File: config.mk
export PLATFORM = sky130hd
export DESIGN_NAME = mem_access_unit
export DESIGN_NICKNAME = d
export VERILOG_FILES = /design/src/rtl/mem_access_unit.sv
export SDC_FILE = /design/constraint.sdc
export NUM_CORES = 1
export LEC_CHECK = 0
export CAP_MARGIN = 20
export CORE_MARGIN = 1.5
export CORE_UTILIZATION = 38
export CTS_CLUSTER_DIAMETER = 120
export CTS_CLUSTER_SIZE = 40
export DETAILED_ROUTE_END_ITERATION = 7
export GPL_TIMING_DRIVEN = 0
export PLACE_DENSITY = 0.81
export SYNTH_ARGS = -nofsm -noshare
export SYNTH_HDL_FRONTEND = slang
export SYNTH_SLANG_ARGS = --single-unit
File: constraint.sdc
create_clock -name clk -period 1.8 [get_ports clk]
set_input_delay 0.36 -clock clk [delete_from_list [all_inputs] [get_ports clk]]
set_output_delay 0.36 -clock clk [all_outputs]
set_load 0.02 [all_outputs]
File: src/rtl/mem_access_unit.sv
// Sequencer for the single-port main memory: serialises fetch/load/store onto the port and
// captures read data into IR/MDR. Define MEM_ADDR_CHECK_EN to flag out-of-range addresses.
module mem_access_unit #(
    parameter int unsigned ADDR_W = 10,
    parameter int unsigned DATA_W = 32
) (
    input  logic              clk,
    input  logic              rst_n,
    input  logic              fetch_req,
    input  logic [31:0]       pc,
    input  logic              ld_req,
    input  logic              st_req,
    input  logic [31:0]       addr,
    input  logic [DATA_W-1:0] st_data,
    output logic              busy,
    output logic              done,
    output logic              addr_err,
    output logic [DATA_W-1:0] ir,
    output logic [DATA_W-1:0] mdr,
    output logic              mem_read,
    output logic              mem_write,
    output logic [31:0]       mem_addr,
    output logic [DATA_W-1:0] mem_wdata,
    input  logic [DATA_W-1:0] mem_rdata
);

`ifdef MEM_ADDR_CHECK_EN
    localparam bit CheckEn = 1'b1;
`else
    localparam bit CheckEn = 1'b0;
`endif

    typedef enum logic [1:0] {StIdle, StIssue, StCapture} state_e;
    typedef enum logic [1:0] {KindFetch, KindLoad, KindStore} kind_e;

    state_e            state_q, state_d;
    kind_e             kind_q, kind_d;
    logic              err_q, err_d;
    logic [31:0]       mem_addr_q, mem_addr_d;
    logic [DATA_W-1:0] mem_wdata_q, mem_wdata_d;
    logic [DATA_W-1:0] ir_q, ir_d;
    logic [DATA_W-1:0] mdr_q, mdr_d;
    logic              done_q, done_d;
    logic              addr_err_q, addr_err_d;
    logic [31:0]       sel_addr;

    always_ff @(posedge clk or negedge rst_n) begin
        if (!rst_n) begin
            state_q     <= StIdle;
            kind_q      <= KindFetch;
            err_q       <= 1'b0;
            mem_addr_q  <= '0;
            mem_wdata_q <= '0;
            ir_q        <= '0;
            mdr_q       <= '0;
            done_q      <= 1'b0;
            addr_err_q  <= 1'b0;
        end else begin
            state_q     <= state_d;
            kind_q      <= kind_d;
            err_q       <= err_d;
            mem_addr_q  <= mem_addr_d;
            mem_wdata_q <= mem_wdata_d;
            ir_q        <= ir_d;
            mdr_q       <= mdr_d;
            done_q      <= done_d;
            addr_err_q  <= addr_err_d;
        end
    end

    always_comb begin
        state_d     = state_q;
        kind_d      = kind_q;
        err_d       = err_q;
        mem_addr_d  = mem_addr_q;
        mem_wdata_d = mem_wdata_q;
        ir_d        = ir_q;
        mdr_d       = mdr_q;
        done_d      = 1'b0;
        addr_err_d  = 1'b0;
        mem_read    = 1'b0;
        mem_write   = 1'b0;
        sel_addr    = addr;

        case (state_q)
            StIdle: begin
                if (fetch_req || ld_req || st_req) begin
                    // Priority fetch > load > store; losers keep requesting.
                    if (fetch_req) begin
                        kind_d   = KindFetch;
                        sel_addr = pc;
                    end else if (ld_req) begin
                        kind_d = KindLoad;
                    end else begin
                        kind_d = KindStore;
                    end
                    mem_addr_d  = {{(32 - ADDR_W){1'b0}}, sel_addr[ADDR_W-1:0]};
                    mem_wdata_d = st_data;
                    err_d       = CheckEn && (sel_addr[31:ADDR_W] != '0);
                    state_d     = StIssue;
                end
            end
            StIssue: begin
                if (err_q) begin
                    // Out-of-range: skip the memory access entirely.
                    state_d    = StIdle;
                    done_d     = 1'b1;
                    addr_err_d = 1'b1;
                end else if (kind_q == KindStore) begin
                    mem_write = 1'b1;
                    state_d   = StIdle;
                    done_d    = 1'b1;
                end else begin
                    mem_read = 1'b1;
                    state_d  = StCapture;
                end
            end
            StCapture: begin
                if (kind_q == KindFetch) begin
                    ir_d = mem_rdata;
                end else begin
                    mdr_d = mem_rdata;
                end
                state_d = StIdle;
                done_d  = 1'b1;
            end
            default: state_d = StIdle;
        endcase
    end

    assign busy      = (state_q != StIdle);
    assign done      = done_q;
    assign addr_err  = addr_err_q;
    assign ir        = ir_q;
    assign mdr       = mdr_q;
    assign mem_addr  = mem_addr_q;
    assign mem_wdata = mem_wdata_q;

endmodule

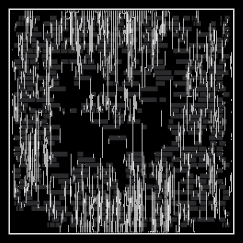
**Above:** M2 wires.
Scale: 2 px per um.
nets with wire on the layer: 573
share of all routed wire: 51%
longest straight run: 40.5 um
routed vias: 3,147
wirelength, routed: 10.2 mm
met2 track demand over resource: 29.2%

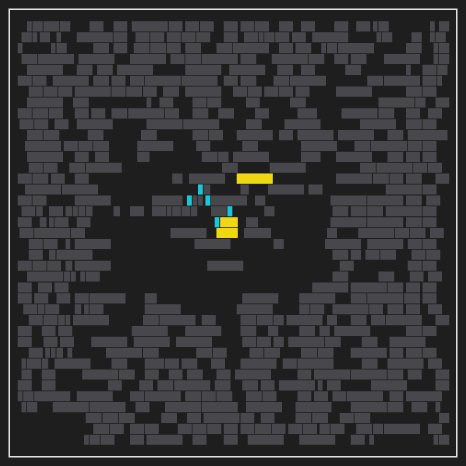
**Above:** gate-type map.
Scale: 4 px per um.
| family | color | cells |
|---|---|---|
| inverters | cyan | 5 |
| adder and majority cells | yellow | 3 |
Non-Filler Instances: 680
Top cell excl fill/tap: clkdlybuf4s50_1
Comb area share: 21.6%

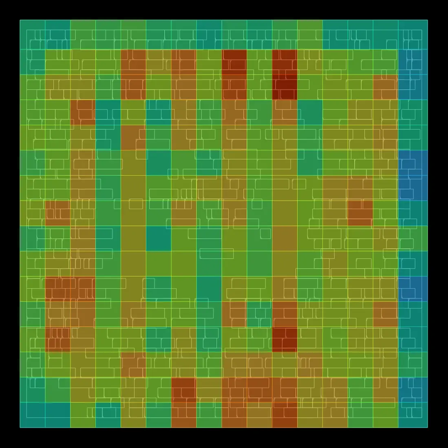
**Above:** congestion heat map.
met1 usage: 19.7%
GR met3 Demand/Resource: 4.95%
layer with the highest usage: met2
routed length per instance: 15.0 um
Final Util: 62.0%

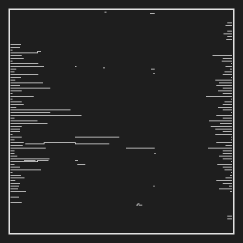
**Above:** signal wires on met3.
Scale: 2 px per um.
longest straight run: 35.2 um
share of all routed wire: 7.8%
nets with wire on the layer: 122
main direction: horizontal

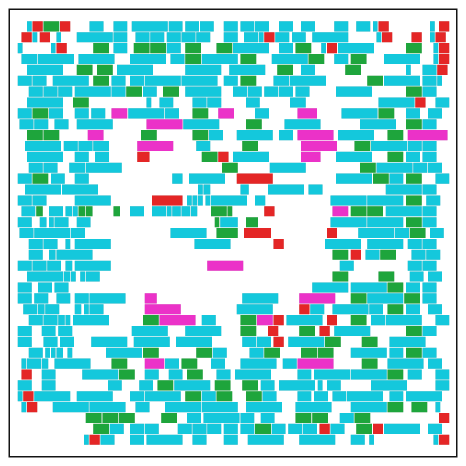
**Above:** cell sizes after repair.
Scale: 4 px per um.
| size | color | cells | most used |
|---|---|---|---|
| drive 6 and up | magenta | 19 | clkbuf_16 |
| drive 2 | green | 102 | mux2_2 |
| drive 1 or less | cyan | 377 | clkdlybuf4s50_1 |
| drive 3 to 4 | red | 39 | buf_4 |
post-route worst setup slack: 0.0728 ns
post-route design area: 0.00711 mm^2
Area Growth Syn to Fin: 58.8%
bufs w/o clock: 238

==> Changelog: implementation <==
### Physical design

- Top Layout Cells: clkdlybuf4s50_1 (193), dfrtp_1 (111), mux2_2 (92), buf_4 (30), conb_1 (23)
- Hold Buf Count CTS: 0
- Max-area cell share: 62.1%
- Comb power frac: 52.2%
- DRC: 0
- Post-Route M1 WL: 4.01 mm
- CP startpoint kind: flip-flop
- TritonRoute pass-1 iters: 6
- Synth area leader: dfrtp_1
- Row cnt: 39
- Status: finished, final reports clean
- R2R Path Start: state_q[0]
- Fillers: 912
- Ys async rst share: 100%
- Crit path buffers/inverters: 3
- Worst-path clk slew: 0.07 ns
- Die height: 112 um
- Largest logic family: multiplexers
- Min Clock Period, post-route: 1.73 ns
- Slew Limit Fails: 0
- Clock Path Buffers: 2
- Total die size: 0.0124 mm^2
- CP top delay family: buffers and inverters
- CTS tree: done
Power and IR drop assume default switching activity.
